Fig. 1: run 1, gate-type map
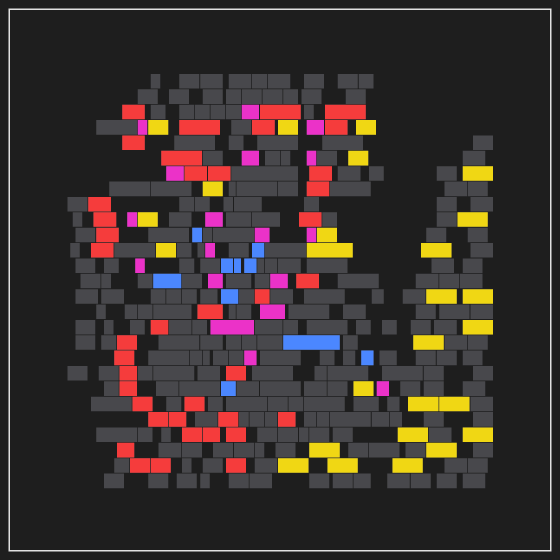
Fig. 2: run 1, clock wires, drivers and flops
Scale bar: 20 um.
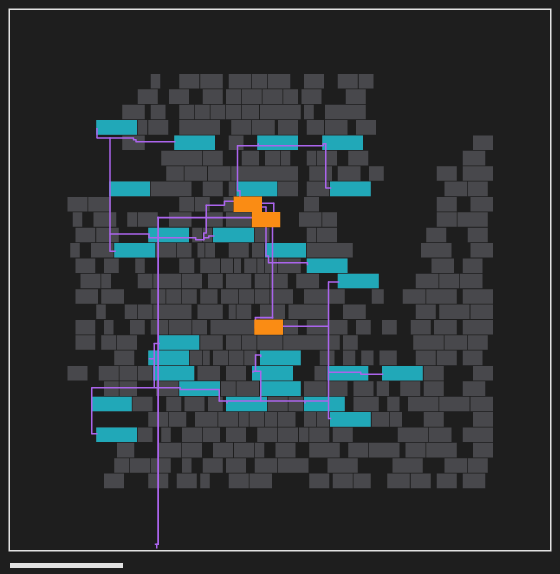
Fig. 3: run 1, clock routing
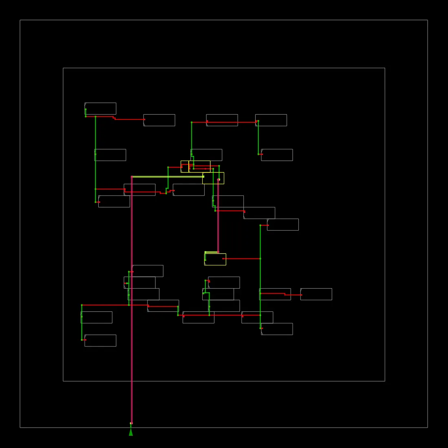
Fig. 4: run 1, sizing map
Scale bar: 20 um.
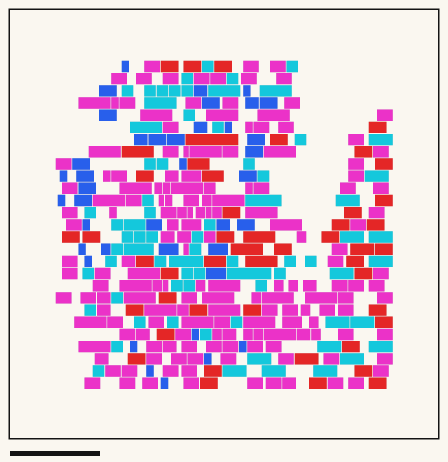
[src/rtl/mem_arbiter.sv]
// Two-requester (CPU/DMA) arbiter in front of a single-port synchronous-read RAM.
// Optional MEM_ARBITER_STATS_EN adds saturating stall / DMA-grant counters.
module mem_arbiter #(
  parameter int unsigned CPU_BURST_MAX = 4,
  parameter int unsigned DMA_BURST_MAX = 8
) (
  input  logic        clk,
  input  logic        rst,
  input  logic        cpu_req,
  input  logic        cpu_we,
  input  logic [14:0] cpu_addr,
  input  logic [15:0] cpu_wdata,
  output logic        cpu_stall,
  output logic [15:0] cpu_rdata,
  output logic        cpu_rvalid,
  input  logic        dma_req,
  input  logic        dma_we,
  input  logic [14:0] dma_addr,
  input  logic [15:0] dma_wdata,
  input  logic        dma_lock,
  output logic        dma_gnt,
  output logic [15:0] dma_rdata,
  output logic        dma_rvalid,
  output logic [14:0] ram_addr,
  output logic        ram_we,
  output logic [15:0] ram_wdata,
  input  logic [15:0] ram_rdata
`ifdef MEM_ARBITER_STATS_EN
  ,
  output logic [15:0] stall_cnt,
  output logic [15:0] dma_cnt_total
`endif
);

  localparam int unsigned AW = 15;
  localparam int unsigned CW = 4;
  localparam logic [CW-1:0] CPU_MAX = CW'(CPU_BURST_MAX);
  localparam logic [CW-1:0] DMA_MAX = CW'(DMA_BURST_MAX);

  typedef enum logic [1:0] {
    ST_IDLE,
    ST_CPU,
    ST_DMA
  } state_t;

  state_t        state_q, state_d;
  logic [CW-1:0] cpu_cnt_q, cpu_cnt_d;
  logic [CW-1:0] dma_cnt_q, dma_cnt_d;
  logic [AW-1:0] addr_q;
  logic          cpu_rd_q, cpu_rd_d;
  logic          dma_rd_q, dma_rd_d;
  logic          cpu_gnt;
  logic          lock_hold;

  always_ff @(posedge clk) begin
    if (rst) begin
      state_q   <= ST_IDLE;
      cpu_cnt_q <= '0;
      dma_cnt_q <= '0;
      addr_q    <= '0;
      cpu_rd_q  <= 1'b0;
      dma_rd_q  <= 1'b0;
    end else begin
      state_q   <= state_d;
      cpu_cnt_q <= cpu_cnt_d;
      dma_cnt_q <= dma_cnt_d;
      addr_q    <= ram_addr;
      cpu_rd_q  <= cpu_rd_d;
      dma_rd_q  <= dma_rd_d;
    end
  end

  // Grant selection, burst counters and read-owner tagging.
  always_comb begin
    state_d   = ST_IDLE;
    cpu_gnt   = 1'b0;
    dma_gnt   = 1'b0;
    cpu_cnt_d = cpu_cnt_q;
    dma_cnt_d = dma_cnt_q;
    lock_hold = (state_q == ST_DMA) && dma_lock && (dma_cnt_q < DMA_MAX);

    if (!rst) begin
      if (cpu_req && dma_req) begin
        if ((cpu_cnt_q == CPU_MAX) || lock_hold) dma_gnt = 1'b1;
        else                                     cpu_gnt = 1'b1;
      end else begin
        cpu_gnt = cpu_req;
        dma_gnt = dma_req;
      end
    end

    if (cpu_gnt)      state_d = ST_CPU;
    else if (dma_gnt) state_d = ST_DMA;

    if (dma_gnt || !dma_req)                  cpu_cnt_d = '0;
    else if (cpu_gnt && (cpu_cnt_q < CPU_MAX)) cpu_cnt_d = cpu_cnt_q + CW'(1);

    if (!dma_gnt)                  dma_cnt_d = '0;
    else if (dma_cnt_q < DMA_MAX)  dma_cnt_d = dma_cnt_q + CW'(1);

    cpu_rd_d = cpu_gnt & ~cpu_we;
    dma_rd_d = dma_gnt & ~dma_we;
  end

  // RAM port follows the winner; address parks on its last value when idle.
  assign ram_addr  = rst     ? '0 :
                     cpu_gnt ? cpu_addr :
                     dma_gnt ? dma_addr : addr_q;
  assign ram_we    = (cpu_gnt & cpu_we) | (dma_gnt & dma_we);
  assign ram_wdata = dma_gnt ? dma_wdata : cpu_wdata;

  assign cpu_stall  = cpu_req & ~cpu_gnt;
  assign cpu_rdata  = ram_rdata;
  assign dma_rdata  = ram_rdata;
  // A reset arriving while read data is due squashes the valid.
  assign cpu_rvalid = cpu_rd_q & ~rst;
  assign dma_rvalid = dma_rd_q & ~rst;

`ifdef MEM_ARBITER_STATS_EN
  logic [15:0] stall_cnt_q;
  logic [15:0] dma_tot_q;

  always_ff @(posedge clk) begin
    if (rst) begin
      stall_cnt_q <= '0;
      dma_tot_q   <= '0;
    end else begin
      if (cpu_stall && (stall_cnt_q != 16'hFFFF)) stall_cnt_q <= stall_cnt_q + 16'd1;
      if (dma_gnt && (dma_tot_q != 16'hFFFF))     dma_tot_q   <= dma_tot_q + 16'd1;
    end
  end

  assign stall_cnt     = stall_cnt_q;
  assign dma_cnt_total = dma_tot_q;
`endif

endmodule

[config.mk]
export PLATFORM = sky130hd
export DESIGN_NAME = mem_arbiter
export DESIGN_NICKNAME = d
export VERILOG_FILES = /design/src/rtl/mem_arbiter.sv
export SDC_FILE = /design/constraint.sdc
export NUM_CORES = 1
export LEC_CHECK = 0
export CORE_MARGIN = 10
export CORE_UTILIZATION = 34
export CTS_BUF_LIST = sky130_fd_sc_hd__clkbuf_2 sky130_fd_sc_hd__clkbuf_4 sky130_fd_sc_hd__clkbuf_8
export DETAILED_ROUTE_END_ITERATION = 12
export PLACE_DENSITY = 0.82
export SETUP_SLACK_MARGIN = 0.15
export SLEW_MARGIN = 20
export SYNTH_ARGS = -nofsm -noshare
export SYNTH_HDL_FRONTEND = slang
export SYNTH_SLANG_ARGS = --single-unit
[constraint.sdc]
create_clock -name clk -period 3.4 [get_ports clk]
set_clock_uncertainty 0.1 [all_clocks]
set_input_delay 1.02 -clock clk [delete_from_list [all_inputs] [get_ports clk]]
set_output_delay 1.02 -clock clk [all_outputs]
set_load 0.01 [all_outputs]
==> impl_metrics.tcl, run 1 <==
# metrics dict for downstream scripts
set metrics [dict create \
    track_usage 0.1521 \
    layout_setup_ws_ns -0.02423 \
    status "complete, but fails checks" \
    synthCells 195 \
    place_congestion 0.8825 \
    failed_checks "setup timing" \
    critPathTopFamily "buffers and inverters" \
    final_core_util 0.6450 \
    pin_count 153 \
    clkTransAtPathRegs_ns 0.09 \
    cp_max_fo 7 \
    cts_buffer_depth 2 \
    hold_ws_ns 0.4290 \
    r2r_start "cpu_cnt_q[0]" \
    num_antenna_cells 0 \
    setup_violations 9 \
    ant_nets 0 \
    synth-edff-count 0 \
    wl_per_cell_um 18.38 \
    p_per_area_nw_per_um2 247.3 \
    async_flop_share 0 \
    yosysCellCount 195 \
    synth-area-yosys_um2 1942 \
    io_buffers 104 \
    relSlewSlack 0.6543 \
    grt_pass1_vias 2217 \
]
About Fig. 1:
color	family	cells
blue	nand cells	10
yellow	mux cells	26
magenta	aoi and oai cells	18
red	non-inverting ao/oa cells	39

About Fig. 2:
[cyan] flip-flops | count: 27
[orange] clock-net drivers | count: 3
[purple] clock wires | length: 357 um
routed clock nets	4

About Fig. 3:
TritonCTS Buffers: 3
clk pwr: 0.000183 W
clk ins delay skew pair: 0.27 ns

About Fig. 4:
color	size	cells	share
magenta	x1 and smaller	166	51%
red	x6 and larger	47	15%
blue	x2	39	12%
cyan	x3 and x4	72	22%

[run 1: per-layer routing]
metal | vias to the layer above | GRT usage | wire [um]
met1 | 943 | 0.1676 | 2998
li1 | 986 | - | -
met4 | 0 | 0.04914 | 104
met5 | - | 0 | 0
met2 | 77 | 0.2833 | 3700
met3 | 8 | 0.02985 | 477
[run 1: tightest hold or removal path, cell delays in order (launching register included)]
cell and delay [ns]:
dfxtp_1 0.33, inv_1 0.08, o41ai_1 0.08
[run 1: power by group]
part | leakage, nW | internal, W | switching, W
clock network | 0.0255 | 0.0000821 | 0.000101
registers | 0.222 | 0.000333 | 0.00000616
logic | 1.30 | 0.000234 | 0.000128
total | 1.55 | 0.000649 | 0.000235
[run 1: registers in the layout, summed over array words and instances, names as in the netlist]
register and flops:
addr_q 15, cpu_cnt_q 4, dma_cnt_q 4, state_q 2, cpu_rd_q 1, dma_rd_q 1
[run 1: repair_timing]
action | CTS | global route
gates cloned | 1 | 0
buffers inserted | 25 | 4
endpoints found under the setup margin | 36 | 33
pin swaps | 13 | 2
resized | 218 | 10
[run 1: logic make-up after synthesis]
logic type               Yosys count
AND-OR/OR-AND                     57
adder cells (fa/ha/maj)            3
multiplexers                      26
buffers and inverters             52
AND/OR/NAND/NOR                   28
XOR/XNOR                           2
flip-flops                        27
[run 1: final cells by class]
cell class / count / share of cell area
Inverter: 6 / 0.007353
Clock buffer: 3 / 0.01155
Tap cell: 72 / 0.02521
Timing Repair Buffer: 171 / 0.4601
Multi-Input combinational cell: 116 / 0.3431
Clock inverter: 1 / 0.001401
Sequential cell: 27 / 0.1513
## Run 2: what changed since run 1
- HOLD_SLACK_MARGIN: unset -> 0.05
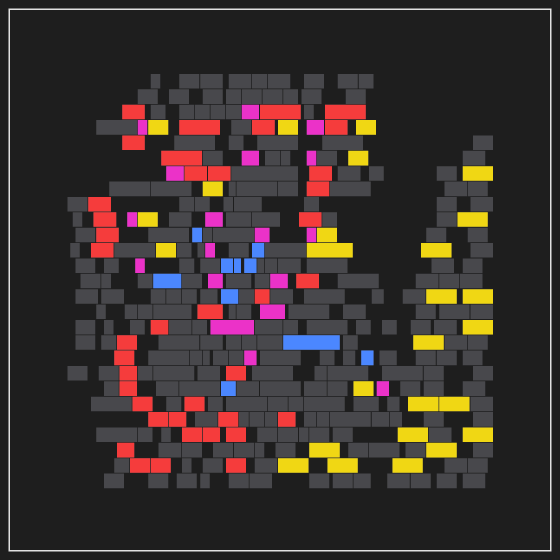
Fig. 5. Gate-type map (run 2).
color	family	cells
red	non-inverting ao/oa cells	39
yellow	mux cells	26
magenta	aoi and oai cells	18
blue	nand cells	10

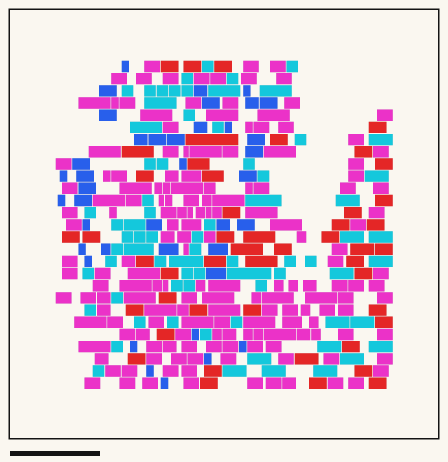
Fig. 6. Sizing map (run 2).
Scale bar: 20 um.
color	size	cells	share
cyan	x3 and x4	72	22%
magenta	x1 and smaller	166	51%
blue	x2	39	12%
red	x6 and larger	47	15%

==> impl_metrics.tcl, run 2 <==
# metrics dict for downstream scripts
set metrics [dict create \
    die_x_um 95.58 \
    setup_violations 9 \
    synth-edff-count 0 \
    layout_setup_ws_ns -0.02423 \
    p_comb_frac 0.409 \
    ir_worst_vdd_mv 0.1452 \
    clkPwrFrac 0.207 \
    via_per_inst 5.086 \
    ant_nets 0 \
    critPathTopFamily "buffers and inverters" \
    cts-buffers-inserted 3 \
    largest_reg_flops 15 \
    hold_ws_ns 0.4290 \
    place_congestion 0.8825 \
    switching_power_w 0.0002347 \
    drv_cap 0 \
    wl_per_cell_um 18.38 \
    async_flop_share 0 \
    internal_power_w 0.0006492 \
    worstSkewPairLatency_ns 0.27 \
    cts_max_level 1 \
    cp_max_fo 7 \
    grt_pass1_vias 2217 \
    relSlewSlack 0.6543 \
    num-nets-final 413 \
    swShare 0.2656 \
    synthCells 195 \
    status "complete, but fails checks" \
    largest_register "addr_q" \
    synth-area-yosys_um2 1942 \
    area_leaders "dfxtp_1, buf_4, o221a_2, mux2_2, a221o_1" \
    critical-path-max-stage-delay_ns 0.30 \
    num_antenna_cells 0 \
    track_usage 0.1521 \
    pin_count 153 \
    top_regs "addr_q x15, cpu_cnt_q x4, dma_cnt_q x4" \
    synth-seq-cells 27 \
    clkTransAtPathRegs_ns 0.09 \
    failed_checks "setup timing" \
    final_core_util 0.6450 \
    yosysCellCount 195 \
    io_buffers 104 \
    p_seq_frac 0.384 \
    p_per_area_nw_per_um2 247.3 \
]
[run 2: cell counts after synthesis]
No cell type changed its count.
[run 2: final timing paths]
check	slack [ns]	startpoint	end
worst max-delay path	-0.02	dma_lock	ram_wdata[10]
worst min-delay path	0.43	cpu_cnt_q[1]	cpu_cnt_q[1]
worst max register to register	1.30	cpu_cnt_q[0]	addr_q[7]
worst min register to register	0.43	cpu_cnt_q[1]	cpu_cnt_q[1]
[run 2: layer usage]
metal	routed length, um	vias to the layer above	track usage
met5	0	-	0
met4	104	0	0.04914
met3	477	8	0.02985
met2	3700	77	0.2833
met1	2998	943	0.1676
li1	-	986	-
[run 2: cell type report]
class	count	area, um2
clock buffers	3	41.29
clock inverters	1	5.005
flip-flops and latches	27	540.5
fillers	440	1967
multi-input cells	116	1226
well taps	72	90.09
inverters	6	26.28
repair buffers	171	1644
[run 2: logic make-up after synthesis]
group,Yosys count,share of synthesized area
buffers and inverters,52,0.1772
flip-flops,27,0.2784
AND-OR/OR-AND,57,0.2726
adder cells (fa/ha/maj),3,0.01933
AND/OR/NAND/NOR,28,0.09923
XOR/XNOR,2,0.009022
multiplexers,26,0.1443
[run 2: power by group through the flow]
| stage | Clock (W) | Sequential [W] | Combinational [W] |
|---|---|---|---|
| finish | 0.000183 | 0.000339 | 0.000362 |
| global route | 0.000199 | 0.000341 | 0.000385 |
| CTS | 0.000189 | 0.000339 | 0.000349 |
| detailed placement | 0 | 0.000345 | 0.000303 |
| global placement | 0 | 0.000345 | 0.000298 |
| floorplan | 0 | 0.000344 | 0.000153 |
[run 2: what timing repair did]
item / CTS / global route
buffers inserted: 25 / 4
gates resized: 218 / 10
cloned: 1 / 0
pin swaps: 13 / 2
setup endpoints to repair: 36 / 33
## Run 3: what changed since run 2
- CAP_MARGIN: unset -> 10
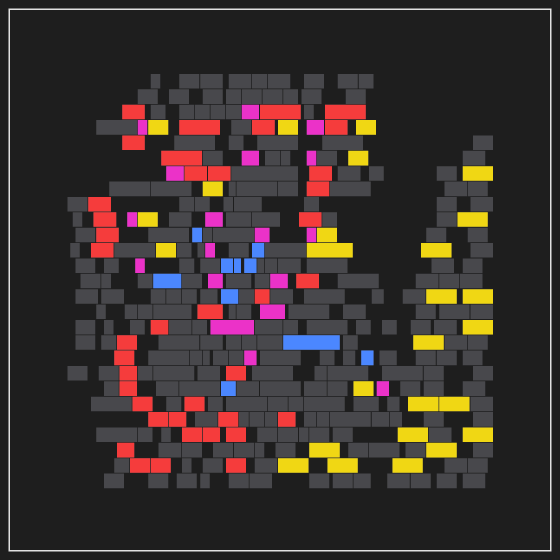
Fig. 7. Gate-type map (run 3).
color	family	cells
blue	nand cells	10
yellow	mux cells	26
magenta	aoi and oai cells	18
red	non-inverting ao/oa cells	39

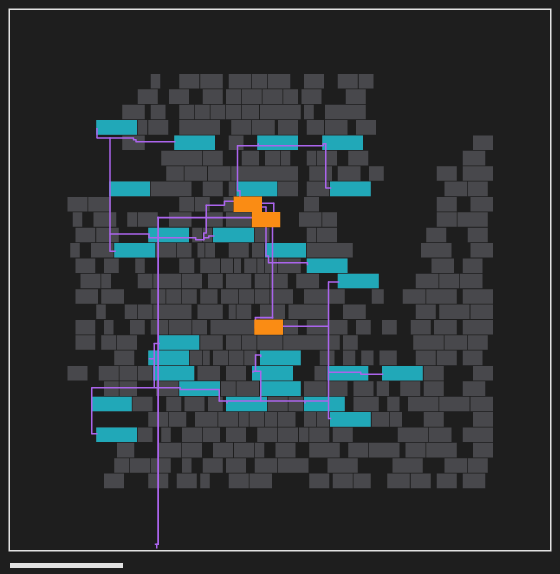
Fig. 8. Clock wires, drivers and flops (run 3).
Scale bar: 20 um.
[purple] clock wires | length: 357 um
[orange] clock-net drivers | count: 3
[cyan] flip-flops | count: 27
routed clock nets	4

==> impl_metrics.tcl, run 3 <==
# metrics dict for downstream scripts
set metrics [dict create \
    status "complete, but fails checks" \
    failed_checks "setup timing" \
    nFillCells 440 \
    num_antenna_cells 0 \
    worstSkewPairLatency_ns 0.27 \
    io_buffers 104 \
    hold_ws_ns 0.4290 \
    top_regs "addr_q x15, cpu_cnt_q x4, dma_cnt_q x4" \
    place_congestion 0.8825 \
    cts_max_level 1 \
    relSlewSlack 0.6543 \
    cts_buffer_depth 2 \
    grt_pass1_vias 2217 \
    yosysCellCount 195 \
    final_core_util 0.6450 \
    cts-buffers-inserted 3 \
    largest_register "addr_q" \
    largest_reg_flops 15 \
    drv_cap 0 \
    die_x_um 95.58 \
    ir_worst_vdd_mv 0.1452 \
    hold_start "cpu_cnt_q[1]" \
    p_seq_frac 0.384 \
    async_flop_share 0 \
    aoi_share 0.2726 \
    critical-path-max-stage-delay_ns 0.30 \
    mux_share 0.1443 \
    swShare 0.2656 \
    track_usage 0.1521 \
    xor_area_frac 0.009021 \
    cp_max_fo 7 \
    crit_path_start "dma_lock" \
    synthCells 195 \
    layout_setup_ws_ns -0.02423 \
    reg2reg_slack_ns 1.30 \
    setup_violations 9 \
    via_per_inst 5.086 \
    internal_power_w 0.0006492 \
    r2r_start "cpu_cnt_q[0]" \
    met3_usage 0.02985 \
    synth-seq-cells 27 \
    area_leaders "dfxtp_1, buf_4, o221a_2, mux2_2, a221o_1" \
    synth-edff-count 0 \
    grt_busiest_layer "met2" \
    pin_count 153 \
    gr-usage-met1 0.1676 \
    synthAdderAreaFrac 0.01933 \
]
==> run 3: what timing repair did <==
item,4_1_cts,5_1_grt
buffers inserted,25,4
gates cloned,1,0
gates resized,218,10
pin swaps,13,2
setup endpoints to repair,36,33
hold endpoints to repair,0,0
==> run 3: power by group through the flow <==
stage          combinational (W)  sequential [W]  clock, W
6_report                0.000362        0.000339  0.000183
4_1_cts                 0.000349        0.000339  0.000189
3_5_place_dp            0.000303        0.000345         0
2_1_floorplan           0.000153        0.000344         0
5_1_grt                 0.000385        0.000341  0.000199
3_3_place_gp            0.000298        0.000345         0
==> run 3: worst min-delay path, stage by stage, from the launching register on <==
cell and delay [ns]:
dfxtp_1 0.33, inv_1 0.08, o41ai_1 0.08
==> run 3: worst max path at each step <==
stage | to | slack [ns] | depth (start not counted)
6_report | ram_wdata[10] | -0.02 | 8
5_1_grt | ram_wdata[14] | -0.06 | 8
4_1_cts | ram_addr[2] | -0.01 | 7
3_5_place_dp | ram_addr[14] | -0.90 | 5
3_3_place_gp | ram_addr[10] | -0.84 | 5
2_1_floorplan | ram_addr[0] | 0.14 | 5
==> run 3: cell type report <==
cell class | instances | area [um2] | share of cell area
clock buffers | 3 | 41.29 | 0.01155
clock inverters | 1 | 5.005 | 0.001401
inverters | 6 | 26.28 | 0.007353
multi-input cells | 116 | 1226 | 0.3431
flip-flops and latches | 27 | 540.5 | 0.1513
well taps | 72 | 90.09 | 0.02521
repair buffers | 171 | 1644 | 0.4601
==> run 3: stage by stage <==
stage	area (um2)	worst slack, ns
floorplan	1952	0.1399
detailed placement	3074	-0.9043
CTS	3498	-0.01155
finish	3573	-0.02423
global route	3573	-0.06195
global placement	3074	-0.8397
==> run 3: layer usage <==
metal	routed length, um	up-vias
li1	-	986
met1	2998	943
met2	3700	77
met3	477	8
met4	104	0
met5	0	-
No activity file was given, so power comes from the tool's default toggle rates.
